### src/rtl/code_decoder_if.sv
// Handshake and status bundle between a code producer and code_decoder.
// The producer side uses the master modport; the decoder uses slave.
interface code_decoder_if #(
    parameter int DEPTH = 4
);
    localparam int FW = $clog2(DEPTH) + 1;

    logic          in_valid;
    logic [2:0]    in_code;
    logic          in_ready;
    logic [7:0]    out;
    logic          out_valid;
    logic [FW-1:0] fill;
    logic          overflow;

    modport master (
        output in_valid,
        output in_code,
        input  in_ready,
        input  out,
        input  out_valid,
        input  fill,
        input  overflow
    );

    modport slave (
        input  in_valid,
        input  in_code,
        output in_ready,
        output out,
        output out_valid,
        output fill,
        output overflow
    );
endinterface

### src/rtl/code_decoder.sv
// Buffered 3-to-8 decoder: queues 3-bit codes and replays each as a one-hot
// pulse held for HOLD cycles, followed by a one-cycle all-zero gap.
module code_decoder #(
    parameter int DEPTH = 4,
    parameter int HOLD  = 2
) (
    input  logic           clk,
    input  logic           rst_n,
    code_decoder_if.slave  bus
);
    localparam int            AW        = $clog2(DEPTH);
    localparam int            FW        = AW + 1;
    localparam logic [FW-1:0] FULL      = FW'(DEPTH);
    localparam logic [7:0]    HOLD_LOAD = 8'(HOLD - 1);

    typedef enum logic [1:0] {
        IDLE,
        DRIVE,
        GAP
    } state_t;

    state_t        state;
    state_t        state_n;
    logic [2:0]    mem [DEPTH];
    logic [AW-1:0] wr_ptr;
    logic [AW-1:0] rd_ptr;
    logic [FW-1:0] fill_q;
    logic [7:0]    cnt;
    logic [7:0]    cnt_n;
    logic [7:0]    out_q;
    logic [7:0]    out_n;
    logic          out_valid_q;
    logic          overflow_q;
    logic          ready;
    logic          empty;
    logic          push;
    logic          pop;

    // Readiness looks only at the registered count, so a same-edge pop never frees a slot.
    assign ready = (fill_q != FULL);
    assign empty = (fill_q == '0);
    assign push  = bus.in_valid && ready;

    always_ff @(posedge clk) begin
        if (push) begin
            mem[wr_ptr] <= bus.in_code;
        end
    end

    always_ff @(posedge clk or negedge rst_n) begin
        if (!rst_n) begin
            wr_ptr     <= '0;
            rd_ptr     <= '0;
            fill_q     <= '0;
            overflow_q <= 1'b0;
        end else begin
            if (push) begin
                wr_ptr <= wr_ptr + AW'(1);
            end
            if (pop) begin
                rd_ptr <= rd_ptr + AW'(1);
            end
            case ({push, pop})
                2'b10:   fill_q <= fill_q + FW'(1);
                2'b01:   fill_q <= fill_q - FW'(1);
                default: fill_q <= fill_q;
            endcase
            if (bus.in_valid && !ready) begin
                overflow_q <= 1'b1;
            end
        end
    end

    always_ff @(posedge clk or negedge rst_n) begin
        if (!rst_n) begin
            state       <= IDLE;
            cnt         <= '0;
            out_q       <= '0;
            out_valid_q <= 1'b0;
        end else begin
            state       <= state_n;
            cnt         <= cnt_n;
            out_q       <= out_n;
            out_valid_q <= (out_n != 8'h00);
        end
    end

    // IDLE and GAP share the load path; only an empty FIFO distinguishes where they go.
    always_comb begin
        state_n = state;
        cnt_n   = cnt;
        out_n   = out_q;
        pop     = 1'b0;
        case (state)
            IDLE, GAP: begin
                if (!empty) begin
                    pop     = 1'b1;
                    out_n   = 8'h01 << mem[rd_ptr];
                    cnt_n   = HOLD_LOAD;
                    state_n = DRIVE;
                end else begin
                    out_n   = 8'h00;
                    state_n = IDLE;
                end
            end
            DRIVE: begin
                if (cnt == 8'h00) begin
                    out_n   = 8'h00;
                    state_n = GAP;
                end else begin
                    cnt_n = cnt - 8'h01;
                end
            end
            default: begin
                out_n   = 8'h00;
                state_n = IDLE;
            end
        endcase
    end

    assign bus.in_ready  = ready;
    assign bus.out       = out_q;
    assign bus.out_valid = out_valid_q;
    assign bus.fill      = fill_q;
    assign bus.overflow  = overflow_q;
endmodule

### src/flat_wrapper.sv
// flat-port wrapper written by rule: the top's interface ports become plain ports
module code_decoder_flat 
#(
    parameter int DEPTH = 4,
    parameter int HOLD  = 2
)
  (clk, rst_n, bus_in_valid, bus_in_code, bus_in_ready, bus_out, bus_out_valid, bus_fill, bus_overflow);
  code_decoder_if #(.DEPTH(DEPTH)) bus_i ();
  input  logic clk;
  input  logic rst_n;
  input wire logic [$bits(bus_i.in_valid)-1:0] bus_in_valid;
  input wire logic [$bits(bus_i.in_code)-1:0] bus_in_code;
  output wire logic [$bits(bus_i.in_ready)-1:0] bus_in_ready;
  output wire logic [$bits(bus_i.out)-1:0] bus_out;
  output wire logic [$bits(bus_i.out_valid)-1:0] bus_out_valid;
  output wire logic [$bits(bus_i.fill)-1:0] bus_fill;
  output wire logic [$bits(bus_i.overflow)-1:0] bus_overflow;
  assign bus_i.in_valid = bus_in_valid;
  assign bus_i.in_code = bus_in_code;
  assign bus_in_ready = bus_i.in_ready;
  assign bus_out = bus_i.out;
  assign bus_out_valid = bus_i.out_valid;
  assign bus_fill = bus_i.fill;
  assign bus_overflow = bus_i.overflow;
  code_decoder #(.DEPTH(DEPTH), .HOLD(HOLD)) u_core (.clk(clk), .rst_n(rst_n), .bus(bus_i));
endmodule
### config.mk
export PLATFORM = sky130hd
export DESIGN_NAME = code_decoder_flat
export DESIGN_NICKNAME = d
export VERILOG_FILES = /design/src/rtl/code_decoder_if.sv /design/src/rtl/code_decoder.sv /design/src/flat_wrapper.sv
export SDC_FILE = /design/constraint.sdc
export NUM_CORES = 1
export LEC_CHECK = 0
export CAP_MARGIN = 20
export CORE_MARGIN = 3
export CORE_UTILIZATION = 30
export CTS_BUF_LIST = sky130_fd_sc_hd__clkbuf_2 sky130_fd_sc_hd__clkbuf_4 sky130_fd_sc_hd__clkbuf_8
export DETAILED_ROUTE_END_ITERATION = 6
export MAX_ROUTING_LAYER = met4
export PLACE_DENSITY = 0.55
export SYNTH_ARGS = -nofsm -noshare
export SYNTH_HDL_FRONTEND = slang
export SYNTH_SLANG_ARGS = --single-unit
export TNS_END_PERCENT = 30
### constraint.sdc
create_clock -name clk -period 2.8 [get_ports clk]
set_input_delay 0.7 -clock clk [delete_from_list [all_inputs] [get_ports clk]]
set_output_delay 0.7 -clock clk [all_outputs]
set_load 0.02 [all_outputs]
==> run_1/m2.png <==
Drawn at 6 px/um.
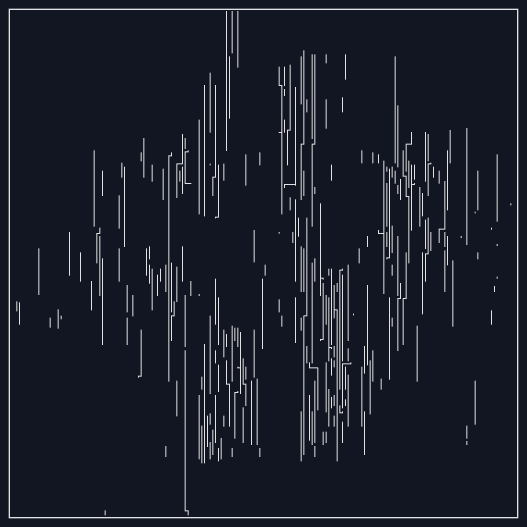
longest straight run = 37.6 um
share of all routed wire = 48%
Total Wirelength: 3.349 mm
via count: 1,168
M2 GR Usage: 0.1630

==> run_1/layers.png <==
Drawn at 3 px/um. Two of the layers only.
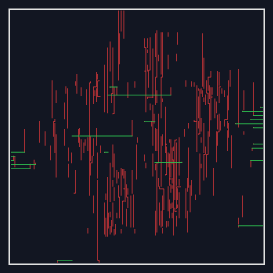
M2 -> red  # wire length 1,600 um
M3 -> green  # wire length 127 um
Total GRT Usage: 0.1040
Avg WL per Cell: 13.90 um

==> impl_metrics.py, run 1 <==
# Metrics from the implementation run
metrics = {
    "final_timing": {
        "min_period_ns": 2.447,
        "maxSlewHeadroom": 0.6204,
        "tns_ns": 0,
        "setup_violations": 0,
        "fin_crit_sh": 0.8738,
        "fin_skew_ns": 0.006539,
    },
    "power_and_ir_drop": {
        "clkPwrFrac": 0.144,
        "internal_power_mw": 1.562,
        "swShare": 0.4035,
        "p_leak_nw": 0.9411,
        "power_switching_mw": 1.056,
        "seq_power_share": 0.384,
    },
    "floorplan": {
        "die_x_um": 84.49,
        "die_height_um": 84.49,
        "chip_area_um2": 7138,
        "fp-row-count": 27,
        "core_area_um2": 5743,
        "initial_utilization": 0.3218,
    },
    "routing": {
        "ant_nets": 0,
        "drt-pass1-iter-count": 4,
        "drc": 0,
    },
    "synthesis": {
        "fa_ha_area_frac": 0.05146,
        "ys_ff": 39,
        "ys_sh_xor": 0.02844,
        "yosys-mux-area-fraction": 0.07515,
        "ys_area_um2": 1848,
        "synth_seq_share": 0.5606,
        "ys_cells": 142,
        "yosysWarnings": 0,
        "ys_sh_simple": 0.1320,
    },
    "global_route": {
        "grt_pass1_wl_mm": 5.678,
        "gr-max-usage-layer": "met2",
        "grt_max_degree": 28,
        "met3_usage": 0.02159,
        "grt_pass1_vias": 1210,
    },
    "clock_tree": {
        "cts_tree": "yes",
        "cts_num_sinks": 39,
        "htreeDepth": 2,
        "worstSkewPairLatency_ns": 0.29,
        "holdBufCountCts": 0,
        "post_cts_buffers": 0,
        "clk_pin_slew_ns": 0.08,
        "cts_resized": 0,
    },
    "final_layout": {
        "stdcell_area_um2": 2221,
        "layout-drive-gt1-share": 0.1479,
        "antenna_cells": 0,
        "fillers": 579,
        "lay_top_count": "dfrtp_1",
        "areaGrowthSynthToFinish_pct": 20.18,
    },
    "job": {
        "drv_cap": 0,
        "warnings": 29,
    },
    "critical_path": {
        "worstSetupEndpointType": "primary output",
        "cp_slowest_stage_delay_ns": 0.55,
        "path_cells": "nor3b_1, inv_1, clkdlybuf4s50_1",
        "cp-start-kind": "flop",
        "path_class": "flop to primary output",
        "cp_data_arrival_time_ns": 1.75,
        "crit_fanout": 5,
    },
    "placed_design": {
        "routabilityCongestion": 0.7295,
        "dp_hpwl_mm": 2.423,
        "place_area_um2": 2132,
    },
    "status": {
        "status": "finished, final reports clean",
    },
}
==> run_1/port_trees.png <==
Drawn at 3 px/um.
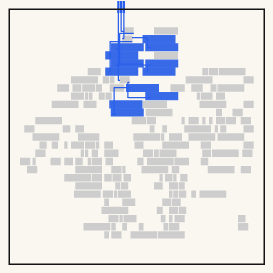
`bus_in_code` -> blue  # direction input, edge top, end cells 12, buffers 3, wire 128 um
num ports: 20
IO buf count: 19

==> run 1: power by group through the flow <==
stage,Sequential [mW],Clock [mW],Combinational [mW]
floorplan,1.04,0,0.837
global placement,1.00,0,1.22
detailed placement,1.02,0,1.25
CTS,1.01,0.392,1.26
global route,1.04,0.410,1.37
finish,1.01,0.377,1.24
==> run 1: state kept, by name, indices dropped and copies added, names as in the netlist <==
register and count:
u_core.bus.out_valid 1, u_core.cnt 8, u_core.rd_ptr 2, u_core.wr_ptr 2
u_core.state 2, u_core.bus.out 8, u_core.bus.fill 3, u_core.mem 12
u_core.bus.overflow 1
==> run 1: per-layer routing <==
layer	vias to the layer above	wire length [um]	part of all wire
met2	24	1598	0.48
met5	-	0	0
li1	567	-	-
met1	570	1541	0.46
met3	7	126	0.038
met4	0	82	0.024
==> run 1: Yosys cell counts, drive strengths merged <==
library cell  number  area (um^2)
a211o              1        8.760
a21boi             1        7.510
a21o               2        15.01
a21oi              3        15.01
a22o               1        8.760
a32o               4        42.54
and2               4        25.02
and3b              1        8.760
and4b              1        10.01
buf                4        26.27
dfrtp             27        675.7
edfxtp            12        360.4
fa                 1        20.02
ha                 6        75.07
inv               14        52.55
mux2               1        11.26
mux2i              6        60.06
mux4               3        67.56
nand2              2        7.510
nand2b             3        18.77
nand3              2        10.01
nand4b             1        8.760
nor2               5        18.77
nor2b              1        6.260
nor3               5        46.30
nor3b              2        15.01
nor4               3        25.02
nor4b              1        8.760
o211ai             2        25.02
o21ai              6        30.02
o22a               1        8.760
o2bb2ai            3        26.28
o31ai              2        15.01
or2                1        6.260
or3                2        12.51
or3b               1        8.760
or4                1        7.510
xnor2              3        26.28
xor2               3        26.28
==> run 1: area by class of cell <==
class                   count  area [um^2]  area share
flip-flops and latches     39         1036      0.4665
clock inverters             3        20.02    0.009014
clock buffers               5        68.82     0.03099
well taps                  72        90.09     0.04056
inverters                  14        52.55     0.02366
multi-input cells          85        733.2      0.3301
repair buffers             23        220.2     0.09915
==> run 1: through the flow <==
stage	power, mW	instances	worst slack (ns)	hold WS, ns	utilization
floorplan	1.877	142	0.7254	0.4044	-
global placement	2.219	233	0.4304	0.4454	0.3712
detailed placement	2.264	233	0.3336	0.4634	0.3712
CTS	2.658	241	0.3264	0.4842	0.3867
global route	2.828	241	0.1970	0.4884	0.3867
finish	2.618	241	0.3533	0.4770	0.3867
==> run 1: cells by family (layout without fill, tap and decap cells) <==
logic type / after synthesis / in the layout
flops: 39 / 39
simple gates: 36 / 36
compound gates: 26 / 26
buf+inv: 18 / 45
mux: 10 / 10
fa+ha+maj: 7 / 7
xor+xnor: 6 / 6
==> run 1: path summary, 6_finish.rpt <==
path,from,endpoint,slack [ns],cells past startpoint
min in group asynchronous,rst_n,u_core.cnt[6],0.78,2
max reg2reg,u_core.bus.fill[1],u_core.bus.fill[2],0.44,9
max,u_core.bus.fill[1],bus_in_ready,0.35,3
max in group asynchronous,rst_n,u_core.bus.overflow,1.74,2
min reg2reg,u_core.bus.overflow,u_core.bus.overflow,0.48,1
min,u_core.bus.overflow,u_core.bus.overflow,0.48,1
==> run 1 -> run 2 <==
--- a/config.mk
+++ b/config.mk
@@ -10,6 +10,7 @@
 export CORE_UTILIZATION = 30
 export CTS_BUF_LIST = sky130_fd_sc_hd__clkbuf_2 sky130_fd_sc_hd__clkbuf_4 sky130_fd_sc_hd__clkbuf_8
 export DETAILED_ROUTE_END_ITERATION = 6
+export GPL_ROUTABILITY_DRIVEN = 0
 export MAX_ROUTING_LAYER = met4
 export PLACE_DENSITY = 0.55
 export SYNTH_ARGS = -nofsm -noshare
==> run_2/pinout.png <==
Drawn at 6 px/um. Pins as bars across the die edge, other pins in grey.
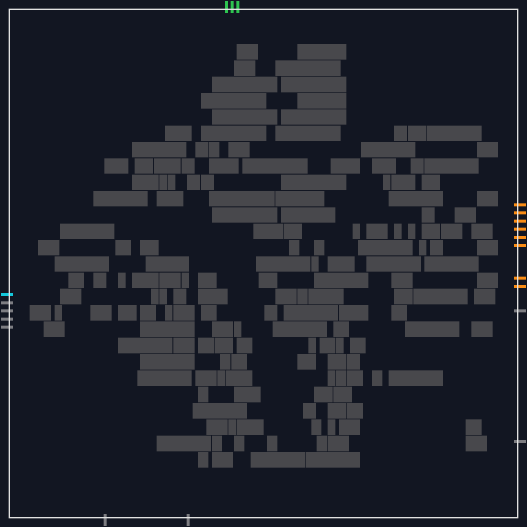
`bus_in_valid` -> cyan  # pins 1, direction input, edge left
`bus_in_code` -> green  # pins 3, direction input, edge top
`bus_out` -> orange  # pins 8, direction output, edge right
die width: 84.49 um
Die Height: 84.49 um

==> impl_metrics.py, run 2 <==
# Metrics from the implementation run
metrics = {
    "status": {
        "status": "finished, final reports clean",
    },
    "critical_path": {
        "path_class": "flop to primary output",
        "r2r-start": "u_core.bus.fill[1]",
        "cp_data_arrival_time_ns": 1.75,
        "cp_num_cells": 3,
        "worstSetupEndpointType": "primary output",
        "path_cells": "nor3b_1, inv_1, clkdlybuf4s50_1",
        "r2r_end": "u_core.bus.fill[2]",
        "cp-start-kind": "flop",
        "rr_worst_depth": 9,
        "cp-endpoint": "bus_in_ready",
        "r2r_slack_ns": 0.44,
        "crit_start": "u_core.bus.fill[1]",
        "crit_slowest_cell": "clkdlybuf4s50_1",
        "crit_family": "buffers and inverters",
        "cp_slowest_stage_delay_ns": 0.55,
        "crit_fanout": 5,
    },
    "placed_design": {
        "dp_hpwl_mm": 2.423,
        "dp_cells": 233,
        "port_buffers": 19,
    },
    "synthesis": {
        "synth_async_sr_flop_share": 0.6923,
        "ys_ff": 39,
        "yosys_most_used_dff": "dfrtp_1",
        "yosysWarnings": 0,
        "synth_seq_share": 0.5606,
        "ys_area_um2": 1848,
        "synthTopCellsByArea": "dfrtp_1 (37%), edfxtp_1 (19%), ha_1 (4.1%)",
        "synth_top_area_share": 0.3656,
        "edf_count": 12,
        "ys_cells": 142,
        "synth.most_common_cell": "dfrtp_1",
        "top_area_cell": "dfrtp_1",
        "ys_top_cells_by_count": "dfrtp_1 (27), inv_1 (14), edfxtp_1 (12), ha_1 (6), mux2i_1 (6)",
    },
    "clock_tree": {
        "cts_resized": 0,
        "cts_num_sinks": 39,
        "htreeDepth": 2,
        "post_cts_buffers": 0,
        "holdBufCountCts": 0,
        "clock_path_buffers": 2,
        "clk_pin_slew_ns": 0.08,
        "cts_tree": "yes",
        "worstSkewPairLatency_ns": 0.29,
    },
    "power_and_ir_drop": {
        "power.density_nw_per_um2": 1179,
        "peakVddDrop_uv": 540.1,
        "p_leak_nw": 0.9411,
    },
    "final_layout": {
        "lay_top_count": "dfrtp_1",
        "antenna_cells": 0,
        "layoutNonFillerInstCount": 241,
        "largest_register_ff_count": 12,
        "fin_nets": 181,
        "layout-drive-gt1-share": 0.1479,
        "areaGrowthSynthToFinish_pct": 20.18,
        "regMostFlops": "u_core.mem",
    },
    "routing": {
        "ant_nets": 0,
        "drc": 0,
        "viasPerCell": 4.846,
        "wl_mm": 3.349,
        "detailroute.via_count": 1168,
        "drt-pass1-iter-count": 4,
        "wl_per_cell_um": 13.90,
    },
    "final_timing": {
        "fin_crit_sh": 0.8738,
        "fin_skew_ns": 0.006539,
        "setup_violations": 0,
        "maxSlewHeadroom": 0.6204,
        "min_period_ns": 2.447,
        "tns_ns": 0,
    },
    "hold_path": {
        "whs_path_depth": 1,
        "hp-class": "flop to flop",
    },
    "floorplan": {
        "core_area_um2": 5743,
        "num_io_pins": 20,
        "fp-row-count": 27,
        "chip_area_um2": 7138,
        "initial_utilization": 0.3218,
    },
    "global_route": {
        "overflow": 0,
        "grt_pass1_vias": 1210,
        "antenna_found_initial": 0,
        "grt_usage": 0.1040,
        "grt_max_degree": 28,
        "grt_pass1_wl_mm": 5.678,
    },
    "job": {
        "warnings": 29,
        "drv_cap": 0,
    },
}
==> run_2/port_trees.png <==
Drawn at 3 px/um.
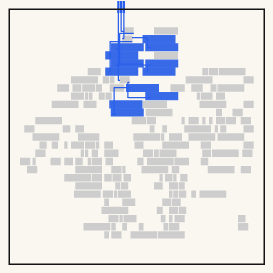
`bus_in_code` -> blue  # direction input, edge top, end cells 12, buffers 3, wire 128 um

## run 2: cell counts in the layout (fill, tap and decap cells not counted)
Identical to the previous run, type by type.
## run 2: report_power, final
part | internal (mW) | switching (mW)
Sequential | 0.800 | 0.206
Combinational | 0.589 | 0.647
Clock | 0.173 | 0.203
Total | 1.56 | 1.06
## run 2: final cells by class
class                           instances  area [um^2]
Clock inverter                          3        20.02
Clock buffer                            5        68.82
Multi-Input combinational cell         85        733.2
Fill cell                             579         3522
Sequential cell                        39         1036
Tap cell                               72        90.09
Inverter                               14        52.55
Timing Repair Buffer                   23        220.2
## run 2: worst min path at each step
stage	startpoint	endpoint
2_1_floorplan	rst_n	u_core.bus.fill[0]
3_3_place_gp	u_core.bus.overflow	u_core.bus.overflow
3_5_place_dp	u_core.bus.overflow	u_core.bus.overflow
4_1_cts	u_core.bus.overflow	u_core.bus.overflow
5_1_grt	u_core.bus.overflow	u_core.bus.overflow
6_report	u_core.bus.overflow	u_core.bus.overflow
## run 2: cells by family after synthesis
| group | synth area share |
|---|---|
| AOI/OAI and AO/OA | 0.1097 |
| xor gates and xnor gates | 0.02844 |
| adders and majority gates | 0.05146 |
| buffers and inverters | 0.04265 |
| DFF | 0.5606 |
| muxes | 0.07515 |
| and+or+nand+nor | 0.1320 |
## run 2: metrics by stage
| stage | utilization | cell area [um^2] | setup WS, ns | total power, mW | hold WS [ns] |
|---|---|---|---|---|---|
| final | 0.3867 | 2221 | 0.3533 | 2.618 | 0.4770 |
| after global routing | 0.3867 | 2221 | 0.1970 | 2.828 | 0.4884 |
| after CTS | 0.3867 | 2221 | 0.3264 | 2.658 | 0.4842 |
| after detailed placement | 0.3712 | 2132 | 0.3336 | 2.264 | 0.4634 |
| after global placement | 0.3712 | 2132 | 0.4304 | 2.219 | 0.4454 |
| after floorplan | - | 1848 | 0.7254 | 1.877 | 0.4044 |
## run 2: per-layer routing
| metal | GRT usage | vias up | wire length [um] |
|---|---|---|---|
| li1 | - | 567 | - |
| met1 | 0.1252 | 570 | 1541 |
| met2 | 0.1630 | 24 | 1598 |
| met3 | 0.02159 | 7 | 126 |
| met4 | 0.05612 | 0 | 82 |
| met5 | - | - | 0 |
Power figures rest on the tool's default switching activity, not on a simulated workload.
